Fig. 1: run 1, routing congestion map
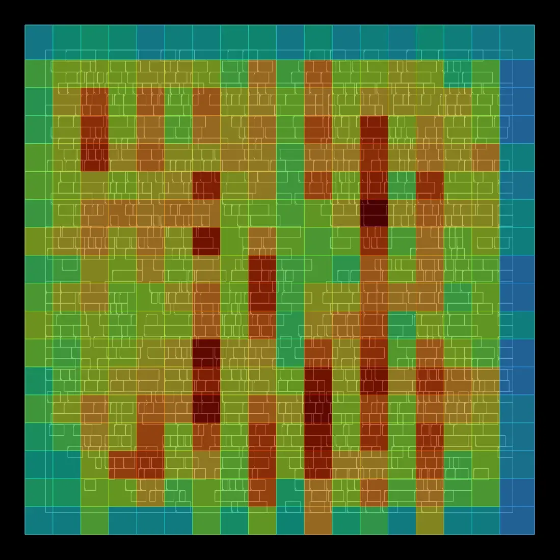
Fig. 2: run 1, the metal 3 layer
Drawn at 4 px/um. Cells faint in the background.
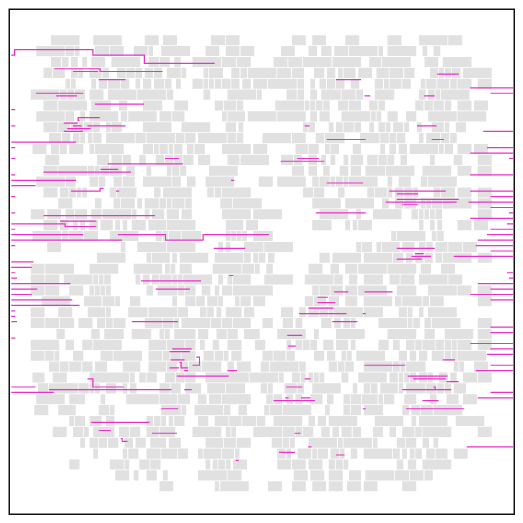
Fig. 3: run 1, routed metal per tile
Drawn at 3 px/um. 25 x 25 tiles, from dark blue (low) to red (high), scaled to the fullest tile. Values are wire area over tile area, all layers added.
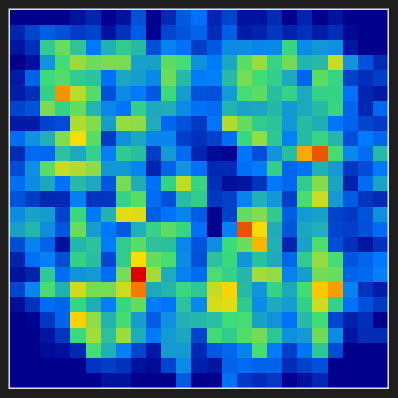
<file path="src/rtl/vote_booth_arbiter_pkg.sv">
// vote_pkg: session states, candidate index type and saturating increment helper
package vote_pkg;

    typedef enum logic [1:0] {
        IDLE   = 2'b00,
        OPEN   = 2'b01,
        CLOSED = 2'b10
    } vote_state_e;

    typedef logic [1:0] cand_idx_t;

    function automatic logic [63:0] sat_inc(input logic [63:0] v, input int w);
        logic [63:0] mx;
        mx = (w >= 64) ? '1 : (64'd1 << w) - 64'd1;
        return (v >= mx) ? mx : v + 64'd1;
    endfunction

endpackage

</file>
<file path="src/rtl/vote_booth_arbiter_rr_arb.sv">
// vote_rr_arb: combinational round-robin pick of the first eligible booth at or after the pointer
module vote_rr_arb #(
    parameter int N = 4
) (
    input  logic [N-1:0]         elig_i,
    input  logic [$clog2(N)-1:0] ptr_i,
    output logic [N-1:0]         pick_o,
    output logic                 any_o
);

    localparam int PW = $clog2(N);

    logic [PW-1:0] idx;
    logic          found;

    // Scan from the pointer with wrap-around and keep only the first hit
    always_comb begin
        pick_o = '0;
        found  = 1'b0;
        idx    = '0;
        for (int k = 0; k < N; k++) begin
            idx = PW'((32'(ptr_i) + k) % N);
            if (elig_i[idx] && !found) begin
                pick_o[idx] = 1'b1;
                found       = 1'b1;
            end
        end
        any_o = found;
    end

endmodule

</file>
<file path="src/rtl/vote_booth_arbiter.sv">
// vote_booth_arbiter: session FSM, round-robin ballot grant, lockouts, saturating tallies; VOTE_WINNER_EN adds o_winner/o_tie
module vote_booth_arbiter
    import vote_pkg::*;
#(
    parameter int N_BOOTHS    = 4,
    parameter int N_CAND      = 3,
    parameter int CNT_W       = 32,
    parameter int HOLD_CYCLES = 16
) (
    input  logic                    clk,
    input  logic                    rst,
    input  logic                    i_open,
    input  logic                    i_voting_over,
    input  logic [N_BOOTHS-1:0]     i_req,
    input  logic [2*N_BOOTHS-1:0]   i_cand,
    output logic [N_BOOTHS-1:0]     o_gnt,
    output logic                    o_reject,
    output logic [N_CAND*CNT_W-1:0] o_tally,
    output logic                    o_result_valid,
`ifdef VOTE_WINNER_EN
    output logic [1:0]              o_winner,
    output logic                    o_tie,
`endif
    output logic [1:0]              o_state
);

    localparam int PW = $clog2(N_BOOTHS);
    localparam int LW = $clog2(HOLD_CYCLES + 1);

    vote_state_e         state_q, state_d;
    logic [CNT_W-1:0]    tally_q [N_CAND];
    logic [CNT_W-1:0]    tally_d [N_CAND];
    logic [LW-1:0]       lock_q  [N_BOOTHS];
    logic [LW-1:0]       lock_d  [N_BOOTHS];
    logic [PW-1:0]       ptr_q, ptr_d, gidx;
    logic [N_BOOTHS-1:0] gnt_q, elig, pick;
    logic                rej_q, any, clear;
    cand_idx_t           cand;

    // State register
    always_ff @(posedge clk) begin
        state_q <= rst ? IDLE : state_d;
    end

    // Session sequencing; the unused encoding falls back to IDLE
    always_comb begin
        case (state_q)
            IDLE:    state_d = i_open ? OPEN : IDLE;
            OPEN:    state_d = i_voting_over ? CLOSED : OPEN;
            CLOSED:  state_d = i_voting_over ? CLOSED : IDLE;
            default: state_d = IDLE;
        endcase
    end

    // Registered results presented to the readout side
    always_comb begin
        o_state        = 2'(state_q);
        o_result_valid = (state_q == CLOSED);
        o_gnt          = gnt_q;
        o_reject       = rej_q;
        for (int c = 0; c < N_CAND; c++) o_tally[CNT_W*c +: CNT_W] = tally_q[c];
    end

    // Eligible booths, granted index and its candidate, session-start clear
    always_comb begin
        for (int b = 0; b < N_BOOTHS; b++)
            elig[b] = (state_q == OPEN) && !i_voting_over && i_req[b] && (lock_q[b] == '0);
        gidx = '0;
        for (int b = 0; b < N_BOOTHS; b++) if (pick[b]) gidx = PW'(b);
        cand  = i_cand[2*gidx +: 2];
        clear = ((state_q == IDLE) && i_open) || (2'(state_q) == 2'b11);
    end

    vote_rr_arb #(.N(N_BOOTHS)) u_arb (
        .elig_i (elig),
        .ptr_i  (ptr_q),
        .pick_o (pick),
        .any_o  (any)
    );

    // Pointer, lockout and tally next values for the grant edge
    always_comb begin
        ptr_d = clear ? '0 : !any ? ptr_q : (gidx == PW'(N_BOOTHS - 1)) ? '0 : gidx + PW'(1);
        for (int b = 0; b < N_BOOTHS; b++)
            lock_d[b] = clear ? '0 : pick[b] ? LW'(HOLD_CYCLES) :
                        (lock_q[b] != '0) ? lock_q[b] - LW'(1) : '0;
        for (int c = 0; c < N_CAND; c++)
            tally_d[c] = clear ? '0 : (any && 32'(cand) == c) ?
                         CNT_W'(sat_inc(64'(tally_q[c]), CNT_W)) : tally_q[c];
    end

    // Datapath registers; reset discards any in-flight grant
    always_ff @(posedge clk) begin
        if (rst) begin
            ptr_q <= '0;
            gnt_q <= '0;
            rej_q <= 1'b0;
            for (int b = 0; b < N_BOOTHS; b++) lock_q[b] <= '0;
            for (int c = 0; c < N_CAND; c++) tally_q[c] <= '0;
        end else begin
            ptr_q <= ptr_d;
            gnt_q <= pick;
            rej_q <= any && (32'(cand) >= N_CAND);
            for (int b = 0; b < N_BOOTHS; b++) lock_q[b] <= lock_d[b];
            for (int c = 0; c < N_CAND; c++) tally_q[c] <= tally_d[c];
        end
    end

`ifdef VOTE_WINNER_EN
    logic [1:0] win_q, win_d, best;
    logic       tie_q, tie_d;
    int         n_max;

    // Capture the leader (lowest index on ties) on entry to CLOSED, hold it there, zero elsewhere
    always_comb begin
        best  = '0;
        n_max = 0;
        for (int c = 1; c < N_CAND; c++) best = (tally_q[c] > tally_q[best]) ? 2'(c) : best;
        for (int c = 0; c < N_CAND; c++) n_max += (tally_q[c] == tally_q[best]) ? 1 : 0;
        win_d = (state_d != CLOSED) ? '0 : (state_q == CLOSED) ? win_q : best;
        tie_d = (state_d != CLOSED) ? 1'b0 : (state_q == CLOSED) ? tie_q : (n_max > 1);
    end

    // Winner registers
    always_ff @(posedge clk) begin
        win_q <= rst ? '0 : win_d;
        tie_q <= rst ? 1'b0 : tie_d;
    end

    assign o_winner = win_q;
    assign o_tie    = tie_q;
`endif

endmodule

</file>
<file path="config.mk">
export PLATFORM = sky130hd
export DESIGN_NAME = vote_booth_arbiter
export DESIGN_NICKNAME = d
export VERILOG_FILES = /design/src/rtl/vote_booth_arbiter_pkg.sv /design/src/rtl/vote_booth_arbiter_rr_arb.sv /design/src/rtl/vote_booth_arbiter.sv
export SDC_FILE = /design/constraint.sdc
export NUM_CORES = 1
export LEC_CHECK = 0
export CORE_MARGIN = 5
export CORE_UTILIZATION = 49
export CTS_BUF_LIST = sky130_fd_sc_hd__clkbuf_8
export DETAILED_ROUTE_END_ITERATION = 12
export PLACE_DENSITY_LB_ADDON = 0.15
export SLEW_MARGIN = 5
export SYNTH_ARGS = -nofsm -noshare
export SYNTH_HDL_FRONTEND = slang
export SYNTH_SLANG_ARGS = --single-unit
</file>
<file path="constraint.sdc">
create_clock -name clk -period 4.2 [get_ports clk]
set_input_delay 0.84 -clock clk [delete_from_list [all_inputs] [get_ports clk]]
set_output_delay 0.84 -clock clk [all_outputs]
set_load 0.02 [all_outputs]
</file>
==> results_dict.tcl, run 1 <==
# collected from the flow reports
set metrics [dict create \
    slowest_stage "or4_4" \
    top_area_cell "dfxtp_1" \
    setup_tns_ns 0 \
    vias_per_cell 6.02 \
    grt_max_degree 39 \
    vias 6878 \
    post-dp-hpwl_um 13400 \
    peakVddDrop_mv 0.250 \
    chipWidth_um 126 \
    status "finished clean" \
    max_slew.worst_pin.slew_ns 0.836 \
    cp_cell_sequence "clkdlybuf4s50_1, or3b_2, nor2_1, o2bb2ai_4, nor3b_1, or4_4, mux2i_1, a211oi_2, buf_4, a2111oi_4, buf_12, and2_1, buf_4, a311oi_1" \
    synth_flops 125 \
    grt_pass1_vias 6360 \
    cts_buffers 17 \
    worst_path_dominant_cell_family "simple AND/OR/NAND/NOR gates" \
    overflow 0 \
    yosysWarnings 0 \
    ys_seq_share_pct 38.0 \
    antenna_found_initial 0 \
    rsz0062_at_grt "true" \
    root_buffer "clkbuf_8" \
    p_total_mw 3.23 \
    cts_tree "done" \
    rows 42 \
    nets 987 \
    hp-class "register to register" \
    crit_fanout 24 \
    n_fill_cell 1098 \
    slew_headroom_pct 43.7 \
    final-instance-count-excl-fill 1142 \
    clk_pin_slew_ns 0.07 \
    yosys-top-cells-area "dfxtp_1 (38%), a311oi_1 (5.1%), nand2_1 (4.8%), a211oi_1 (4.6%), a21oi_1 (4.5%)" \
    drt_iter0_drc 544 \
    drv_slew 0 \
    edf_count 0 \
    antenna_cells 0 \
    drc 0 \
    synthesis.instances 808 \
    grt_pass1_wl_um 30700 \
    gp_congestion 0.906 \
    portBuffers 119 \
    clockBufferDepth 2 \
    firstDrtPassIters 5 \
    hold_violations 0 \
    powerDensity_mw_per_mm2 370 \
    cpPeakStageDelay_ns 0.53 \
    setup_viol 0 \
    clock_sinks 125 \
    lay_top_cells "dfxtp_1 (125), clkdlybuf4s50_1 (119), nand2_1 (84)" \
    netlist_area_sq_mm 0.00658 \
    dieArea_sq_mm 0.0158 \
    ys_cells 808 \
    critical_path_class "input pin to register" \
    grt_usage_pct 22.9 \
    worstSetupEndpointType "register" \
    htree_levels 4 \
    fin_crit_ns 4.00 \
    clock.latency.late_pin_ns 0.44 \
    worst_clock_skew_ns 0.00712 \
    fp_util_pct 49.9 \
    synthArstFlopShare_pct 0 \
    critPathRequiredTime_ns 4.55 \
    ys.flop_type "dfxtp_1" \
    start_kind "input pin" \
    core-area_sq_mm 0.0132 \
    ys_types 63 \
    netlist.area_leader.share_pct 38.0 \
    syn_nets 841 \
    io_pins 120 \
    syn_to_final_growth_pct 32.5 \
    critical_path.most_common_cell "buf_4" \
    syn_avg_cell_area_sq_um 8.14 \
    dp_cells 1110 \
    min_period_over_period_pct 95.3 \
    ys_area_sq_mm 0.00658 \
    ant_nets 0 \
    lay_top_count "dfxtp_1" \
    die_height_um 126 \
    cap_violations 0 \
    warnings 36 \
    total_leakage_power_nw 3.21 \
    fmaxAchievable_mhz 250 \
    cp.buffers_inverters 4 \
    arrival_ns 4.35 \
    routed_wl_um 18600 \
    drive_above_1_share_pct 10.9 \
]
## Picture notes: Fig. 1
drt wl/cell: 16.3 um
final core utilization: 66.1%
most crowded layer after global routing: met2

## Picture notes: Fig. 2
main direction: horizontal
wire length on this layer: 1160 um
nets with wire on the layer: 132
longest straight run: 30.4 um

## Picture notes: Fig. 3
nearly empty tiles: 9.0%
fullest tile: 0.65
mean over tiles: 0.19

## run 1: final timing paths
kind,depth (start not counted),endpoint,slack (ns),start
worst max-delay path,14,tally_q[0][49],0.20,i_voting_over
worst min-delay path,1,lock_q[1][0],0.44,lock_q[1][0]
worst max register to register,15,tally_q[0][4],0.20,lock_q[3][0]
worst min register to register,1,lock_q[1][0],0.44,lock_q[1][0]
## run 1: logic make-up after synthesis
kind of cell / synth area share (%)
buf+inv: 4.91
xor+xnor: 1.20
fa+ha+maj: 3.23
simple gates: 25.4
mux: 1.18
flops: 38.0
compound gates: 26.1
## run 1: area by class of cell
class	instances	area (sq um)	share of cell area (%)
clock inverters	8	66.3	0.761
well taps	176	220	2.53
repair buffers	176	1690	19.4
inverters	30	113	1.29
clock buffers	23	317	3.63
multi-input cells	604	3810	43.7
flip-flops and latches	125	2500	28.7
## run 1: where the power goes
| part | internal [mW] | leakage (nW) | switching [mW] |
|---|---|---|---|
| sequential | 1.25 | 1.01 | 0.0613 |
| clock | 0.551 | 0.204 | 0.467 |
| combinational | 0.427 | 1.99 | 0.470 |
## run 1: routing by layer
metal  up-vias  track usage (%)  part of all wire [%]
met5         -                0                     0
met4         0             7.63                   1.7
met3        33             5.29                   6.2
met2       237             37.6                    48
met1      3245             29.9                    44
li1       3363                -                     -
## run 1: registers in the layout, summed over array words and instances (netlist names)
name and flops:
lock_q 20, o_gnt 4, o_reject 1, o_state 2, ptr_q 2, tally_q 96
## run 1: cell usage after synthesis, types with 3 or more instances
cell and n:
nand4_1 5, a221oi_1 3, a2111o_1 3, nor3_1 24
nor4b_1 4, mux2i_1 4, xnor2_1 9, and3_1 45
nor4_1 9, a211oi_1 40, o22ai_1 3, o211ai_1 5
or4b_1 3, nand2_1 84, or2_2 3, a31oi_1 27
a311oi_1 38, buf_2 14, o21ai_0 24, a41o_1 3
nand2b_1 5, clkbuf_1 33, and4_1 4, or3_1 5
a21oi_1 59, inv_1 30, dfxtp_1 125, nor2b_1 6
a22oi_1 4, nor3b_1 5, nor2_1 70, nand3_1 39
ha_1 17, and2_1 10, and4b_1 3, a41oi_1 12
## run 1: through the flow
step / utilization (%) / cell area [sq um] / worst slack [ns] / hold slack, ns
after floorplan: - / 6580 / 0.200 / 0.413
after global placement: 62.9 / 8300 / -0.274 / 0.424
after detailed placement: 62.9 / 8300 / -0.359 / 0.432
after CTS: 65.9 / 8690 / 0.0714 / 0.443
after global routing: 66.1 / 8720 / 0.00847 / 0.463
final: 66.1 / 8720 / 0.198 / 0.442
## run 1: repair_timing
| action | in CTS | in global routing |
|---|---|---|
| buffers inserted | 0 | 1 |
| hold buffers | 0 | 0 |
| endpoints found under the setup margin | 10 | 90 |
| pin swaps | 0 | 4 |
| resized | 1 | 6 |
Fig. 4: run 1, I/O pins on the die edge
Drawn at 4 px/um. Pins as bars across the die edge, other pins in grey.
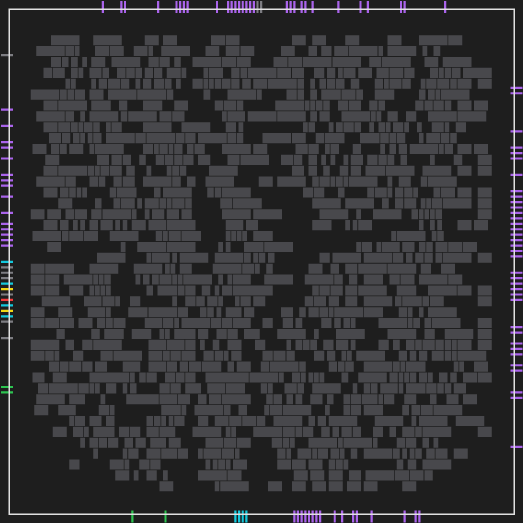

--- run 2 (diff from run 1) ---
--- a/config.mk
+++ b/config.mk
@@ -6,11 +6,12 @@
 export NUM_CORES = 1
 export LEC_CHECK = 0
 export CORE_MARGIN = 5
-export CORE_UTILIZATION = 49
+export CORE_UTILIZATION = 50
 export CTS_BUF_LIST = sky130_fd_sc_hd__clkbuf_8
 export DETAILED_ROUTE_END_ITERATION = 12
 export PLACE_DENSITY_LB_ADDON = 0.15
 export SLEW_MARGIN = 5
 export SYNTH_ARGS = -nofsm -noshare
 export SYNTH_HDL_FRONTEND = slang
+export SYNTH_HIERARCHICAL = 1
 export SYNTH_SLANG_ARGS = --single-unit
Fig. 5: run 2, I/O pins on the die edge
Drawn at 4 px/um. Pins as bars across the die edge, other pins in grey.
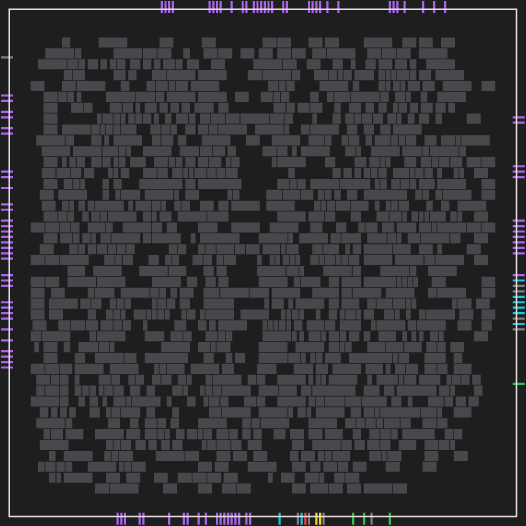
legend:
  green:
    port: i_req
    pins: 4
    direction: input
    edge: 3 bottom, 1 right
  red:
    port: o_result_valid
    pins: 1
    direction: output
    edge: bottom
  yellow:
    port: o_state
    pins: 2
    direction: output
    edge: bottom
  cyan:
    port: i_cand
    pins: 8
    direction: input
    edge: 6 right, 2 bottom
  purple:
    port: o_tally
    pins: 96
    direction: output
    edge: 32 left, 32 top, 19 bottom, 13 right
all pins by edge: 33 left, 32 top, 31 bottom, 24 right

Fig. 6: run 2, routing congestion map
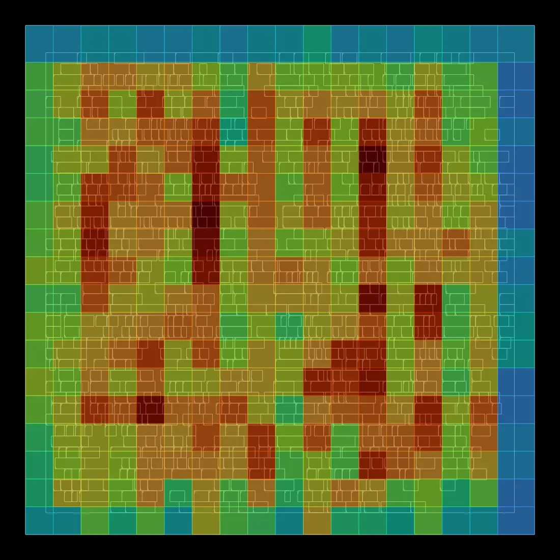
met2 Usage GRT: 42.8%
M1 GR Usage: 33.8%
final core utilization: 69.0%
GRT met3 Usage: 4.92%

==> run 2 against run 1 <==
Effect of this change: hold slack got worse by 0.0044 ns; critical path depth rose by 5; utilization rose by 2.9 points; highest routed layer unchanged; setup slack improved by 0.017 ns; die size rose by 0.91%; critical path type is now register to register; sequential cell count did not move; global-route usage rose by 2.9 points; non-clock buffer count rose by 16; sequential share of layout area fell by 1.4 points; combinational power rose by 5.4%.
==> results_dict.tcl, run 2 <==
# collected from the flow reports
set metrics [dict create \
    worst_clock_skew_ns 0.00898 \
    top_area_cell "dfxtp_1" \
    netlist_area_sq_mm 0.00678 \
    synthesis.instances 799 \
    hp-class "register to register" \
    common_cells "dfxtp_1 (125), nor2_1 (74), nor3_1 (54), nand2_1 (46), a21oi_1 (43)" \
    vias_per_cell 6.29 \
    drive_above_1_share_pct 16.3 \
    slowest_stage "a2111o_1" \
    drv_slew 0 \
    rsz0062_at_grt "false" \
    warnings 32 \
    die_height_um 126 \
    synth_flops 125 \
    yosys.area_share.adder_pct 2.40 \
    hold_violations 0 \
    clk_pin_slew_ns 0.08 \
    cts_buffers 17 \
    core-area_sq_mm 0.0133 \
    ys_area_sq_mm 0.00678 \
    powerDensity_mw_per_mm2 386 \
    post_drt_wl_per_cell_um 18.3 \
    lay_top_count "dfxtp_1" \
    cts_tree "done" \
    xor_area_share_pct 1.16 \
    min_from "lock_q[1][0]" \
    edf_count 0 \
    fmaxAchievable_mhz 251 \
    gp_congestion 0.904 \
    critical_path.most_common_cell "buf_4" \
    cp_cell_sequence "inv_1, ha_1, nand2_1, nor2_1, and3_1, buf_4, buf_4, nand3b_1, a2111o_1, nand3_4, o2bb2ai_4, buf_4, nor2_2, buf_4, a221o_2, a2111oi_4, buf_4, a31oi_1, a211oi_1" \
    yosys-top-cells-area "dfxtp_1 (37%), nor2_1 (4.1%), nor3_1 (4.0%), a211oi_1 (3.5%), a21oi_1 (3.2%)" \
    portBuffers 119 \
    slew_headroom_pct 32.8 \
    r2r_setup_slack_ns 0.21 \
    netlist.area_leader.share_pct 36.9 \
    fp_util_pct 51.0 \
    syn_to_final_growth_pct 35.3 \
    synthArstFlopShare_pct 0 \
    chipWidth_um 126 \
    synthMuxAreaShare_pct 2.16 \
    regMostFlops "tally_q" \
    root_buffer "clkbuf_8" \
    clock_sinks 125 \
    ys_seq_share_pct 36.9 \
    holdPathStages 1 \
    drt_iter0_drc 639 \
    cap_violations 0 \
    ys_sh_simple_pct 30.8 \
    ant_nets 0 \
    status "finished clean" \
    crit_fanout 7 \
    critPathRequiredTime_ns 4.56 \
    r2r-end "tally_q[0][54]" \
    fin_crit_ns 3.99 \
    dieArea_sq_mm 0.0160 \
    total_leakage_power_nw 3.14 \
    ys_cells 799 \
    max_slew.worst_pin.slew_ns 1.01 \
    critical_path_class "register to register" \
    grt_max_degree 53 \
    routed_wl_um 21100 \
    drc 0 \
    io_pins 120 \
    crit_start "lock_q[1][0]" \
    cp.buffers_inverters 6 \
    grt_usage_pct 25.8 \
    whs_ns 0.438 \
    compound_area_share_pct 22.2 \
    htree_levels 4 \
    r2r.worst_path.cells 19 \
    peakVddDrop_mv 0.220 \
]
[run 2: final cells by class]
class,count,area share [%]
tap,176,2.40
multi-input combinational,605,44.9
inverter,24,0.982
clock inverter,13,2.39
timing repair buffer,192,19.2
sequential,125,27.3
clock buffer,19,2.85
[run 2: power by group]
part	switching [mW]	total (mW)	leakage, nW	internal, mW
clock network	0.489	1.28	0.243	0.791
registers	0.0558	1.32	1.01	1.26
logic	0.529	0.945	1.88	0.416
total	1.07	3.54	3.14	2.47
[run 2: kinds of logic (layout without fill, tap and decap cells)]
group / after synthesis / in the layout
AOI/OAI and AO/OA: 202 / 202
xor gates and xnor gates: 9 / 9
adders and majority gates: 13 / 13
buffers and inverters: 69 / 248
DFF: 125 / 125
muxes: 13 / 13
and+or+nand+nor: 368 / 368
[run 2: worst max path at each step]
stage	to	slack, ns	cells past startpoint
floorplan	tally_q[0][43]	0.02	13
global placement	tally_q[0][50]	-0.55	15
detailed placement	tally_q[0][50]	-0.75	15
CTS	tally_q[0][50]	-0.0007	15
global route	tally_q[0][31]	0.03	19
finish	tally_q[0][54]	0.21	19
[run 2: layer usage]
metal	vias to the layer above	track usage (%)	part of all wire (%)
met2	324	42.8	49
met3	41	4.92	6.9
met4	0	8.90	1.9
met1	3449	33.8	43
li1	3448	-	-
met5	-	0	0
[run 2: timing repair]
action / CTS / global route
gates resized: 13 / 13
setup endpoints to repair: 70 / 84
setup buffers: 1 / 5
pin swaps: 4 / 7
endpoints found under the hold margin: 0 / 0
gates cloned: 1 / 0
[run 2: per-stage QoR]
step	area, sq um	std cells	total power, mW	setup WS, ns
3_5_place_dp	8510	1116	2.22	-0.747
6_report	9170	1154	3.54	0.215
3_3_place_gp	8510	1116	2.18	-0.555
2_1_floorplan	6780	799	1.89	0.0185
4_1_cts	9070	1150	3.52	-0.000671
5_1_grt	9170	1154	3.71	0.0349
Fig. 7: run 2, met2 routing
Drawn at 4 px/um. Cells faint in the background.
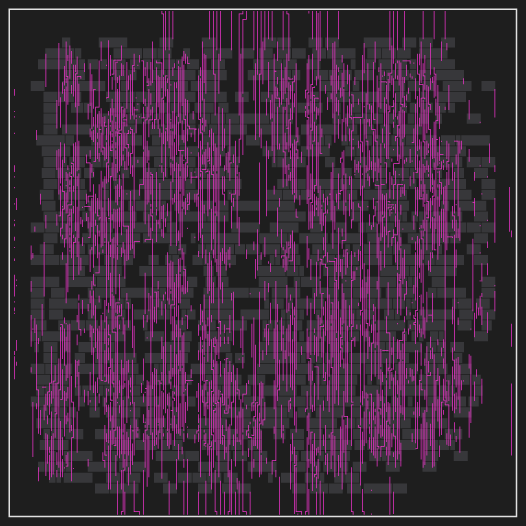

--- run 3 (diff from run 2) ---
--- a/config.mk
+++ b/config.mk
@@ -15,3 +15,4 @@
 export SYNTH_HDL_FRONTEND = slang
 export SYNTH_HIERARCHICAL = 1
 export SYNTH_SLANG_ARGS = --single-unit
+export TNS_END_PERCENT = 5
Fig. 8: run 3, met2 routing
Drawn at 4 px/um. Cells faint in the background.
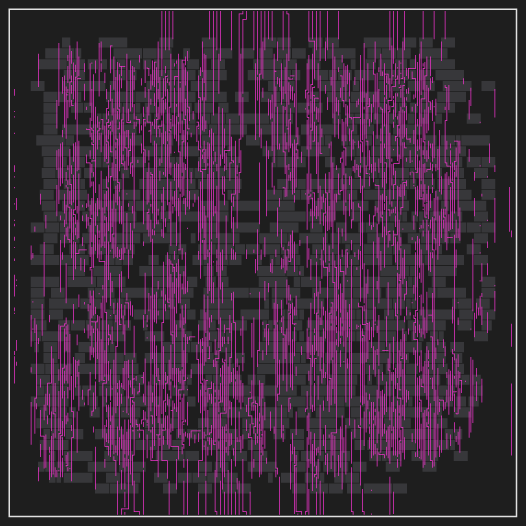
main direction: vertical
longest straight run: 54.2 um
share of all routed wire: 49%
wire length on this layer: 10300 um
nets with wire on the layer: 874

Fig. 9: run 3, the metal 3 layer
Drawn at 4 px/um. Cells faint in the background.
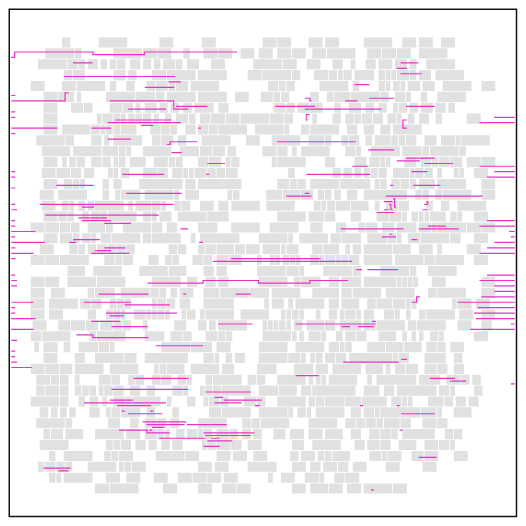
longest straight run: 34.5 um
nets with wire on the layer: 146

==> run 3 against run 2 <==
Effect of this change: die size unchanged; design area up 0.14%; clock-buffer cell count unchanged; hold slack better by 0.0024 ns; critical path type unchanged; critical endpoint is now tally_q[0][27].
==> results_dict.tcl, run 3 <==
# collected from the flow reports
set metrics [dict create \
    overflow 0 \
    critical_path.most_common_cell "buf_4" \
    min_period_over_period_pct 96.1 \
    warnings 32 \
    post_drt_wl_per_cell_um 18.4 \
    htree_levels 4 \
    n_fill_cell 1082 \
    common_cells "dfxtp_1 (125), nor2_1 (74), nor3_1 (54), nand2_1 (46), a21oi_1 (43)" \
    hold_violations 0 \
    slew_headroom_pct 32.9 \
    netlist_area_sq_mm 0.00678 \
    syn_avg_cell_area_sq_um 8.48 \
    critical_path_class "register to register" \
    top_cell "dfxtp_1" \
    routed_wl_um 21300 \
    drive_above_1_share_pct 16.5 \
    r2r-end "tally_q[0][27]" \
    max_slew.worst_pin.slew_ns 1.01 \
    grt_pass1_vias 6909 \
    firstDrtPassIters 5 \
    worst_clock_skew_ns 0.0110 \
    fp_util_pct 51.0 \
    grt_usage_pct 25.8 \
    antenna_cells 0 \
    regMostFlops "tally_q" \
    clock_sinks 125 \
    post-dp-hpwl_um 14900 \
    fin_crit_ns 4.04 \
    hold_path_end "lock_q[1][0]" \
    fmaxAchievable_mhz 248 \
    gp_congestion 0.904 \
    drv_slew 0 \
    r2r.worst_path.cells 17 \
    edf_count 0 \
    core-area_sq_mm 0.0133 \
    start_kind "register" \
    internal_power_mw 2.47 \
    grt_max_degree 53 \
    p_sw_share_pct 30.5 \
    vias_per_cell 6.31 \
    ys_cells 799 \
    top_layer_used "met4" \
    postCtsHoldBufs 0 \
    status "finished clean" \
    p_total_mw 3.55 \
    lay_top_cells "dfxtp_1 (125), clkdlybuf4s50_1 (118), nor2_1 (74)" \
    clockBufferDepth 2 \
    top_area_cell "dfxtp_1" \
    rows 42 \
    yosysWarnings 6 \
    critPathRequiredTime_ns 4.48 \
    powerDensity_mw_per_mm2 386 \
    die_height_um 126 \
    dr_wl_met3_um 1310 \
    yosys-top-cells-area "dfxtp_1 (37%), nor2_1 (4.1%), nor3_1 (4.0%), a211oi_1 (3.5%), a21oi_1 (3.2%)" \
    vias 7278 \
    crit_fanout 7 \
    ys_seq_share_pct 36.9 \
    lay_top_count "dfxtp_1" \
    grt_pass1_wl_um 34500 \
    slowest_stage "mux4_2" \
    largest_reg_flops 96 \
    cpPeakStageDelay_ns 0.47 \
    synth_flops 125 \
    synthArstFlopShare_pct 0 \
    worstSetupEndpointType "register" \
    p_switching_mw 1.08 \
    hp-class "register to register" \
    cts_buffers 17 \
    root_buffer "clkbuf_8" \
    portBuffers 119 \
    holdPathStages 1 \
    clk_pin_slew_ns 0.07 \
    synthesis.instances 799 \
    ys.flop_type "dfxtp_1" \
    total_leakage_power_nw 3.14 \
    setup_viol 0 \
    netlist.area_leader.share_pct 36.9 \
    nets 994 \
    chipWidth_um 126 \
    antenna_found_initial 0 \
    cap_violations 0 \
    clock.latency.late_pin_ns 0.45 \
    cts_tree "done" \
    whs_ns 0.440 \
    syn_to_final_growth_pct 35.5 \
    cp_cell_sequence "inv_1, ha_1, nand2_1, nor2_1, and3_1, buf_4, mux4_2, buf_4, a211oi_1, o2bb2ai_4, buf_4, nor2_2, buf_4, a221o_2, nand4_1, nor3_1, a311oi_1" \
    clkPwrFrac_pct 36.2 \
    arrival_ns 4.32 \
    io_pins 120 \
    peakVddDrop_mv 0.220 \
    ys_area_sq_mm 0.00678 \
    ys_types 72 \
    r2r_setup_slack_ns 0.16 \
    syn_nets 828 \
]
[run 3: metal layers]
metal / vias up / global-route usage [%]
met5: - / 0
met4: 0 / 8.90
met1: 3485 / 33.8
met3: 41 / 4.92
li1: 3447 / -
met2: 305 / 42.8
[run 3: area by class of cell]
type	instances	area (sq um)	share of cell area [%]
Clock buffer	19	262	2.85
Clock inverter	13	219	2.38
Inverter	24	90.1	0.981
Multi-Input combinational cell	605	4140	45.0
Sequential cell	125	2500	27.2
Tap cell	176	220	2.40
Timing Repair Buffer	192	1760	19.1
[run 3: what timing repair did]
action	CTS	global route
buffers inserted	1	4
pin swaps	3	11
cloned	1	0
setup endpoints to repair	70	84
gates resized	12	16
[run 3: power by group through the flow]
stage               clock, mW  combinational (mW)  sequential (mW)
finish                   1.29               0.947             1.32
global route             1.36                1.02             1.33
CTS                      1.30               0.904             1.32
detailed placement          0               0.874             1.34
global placement            0               0.841             1.34
floorplan                   0               0.549             1.35
[run 3: worst max-delay path, delay by kind of cell (launching register included)]
kind                     cells  cell delay, ns
AND-OR/OR-AND                4            0.94
adder cells (fa/ha/maj)      1            0.22
buffers and inverters        5            0.71
flip-flops                   1            0.35
multiplexers                 1            0.47
AND/OR/NAND/NOR              6            1.19
[run 3: worst max-delay path by stage]
| stage | slack, ns | cells past startpoint | end | startpoint |
|---|---|---|---|---|
| after floorplan | 0.02 | 13 | tally_q[0][43] | i_voting_over |
| after global placement | -0.55 | 15 | tally_q[0][50] | i_voting_over |
| after detailed placement | -0.75 | 15 | tally_q[0][50] | i_voting_over |
| after CTS | -0.001 | 15 | tally_q[0][52] | i_voting_over |
| after global routing | -0.05 | 17 | tally_q[0][27] | lock_q[1][0] |
| final | 0.16 | 17 | tally_q[0][27] | lock_q[1][0] |
[run 3: cell families (layout without fill, tap and decap cells)]
logic type,count (synthesis),after routing,share of synthesized area (%)
flip-flops,125,125,36.9
XOR/XNOR,9,9,1.16
multiplexers,13,13,2.16
AND/OR/NAND/NOR,368,368,30.8
adder cells (fa/ha/maj),13,13,2.40
buffers and inverters,69,248,4.36
AND-OR/OR-AND,202,202,22.2
[run 3: metrics by stage]
| step | setup TNS [ns] | std cells | worst slack [ns] | instance area (sq um) | utilization (%) |
|---|---|---|---|---|---|
| 6_report | 0 | 1154 | 0.165 | 9190 | 69.1 |
| 5_1_grt | -0.0943 | 1154 | -0.0466 | 9190 | 69.1 |
| 4_1_cts | -0.00131 | 1150 | -0.00131 | 9070 | 68.2 |
| 3_5_place_dp | -51.43 | 1116 | -0.747 | 8510 | 64.0 |
| 3_3_place_gp | -33.38 | 1116 | -0.555 | 8510 | 64.0 |
| 2_1_floorplan | 0 | 799 | 0.0185 | 6780 | - |
No activity file was given, so power comes from the tool's default toggle rates.
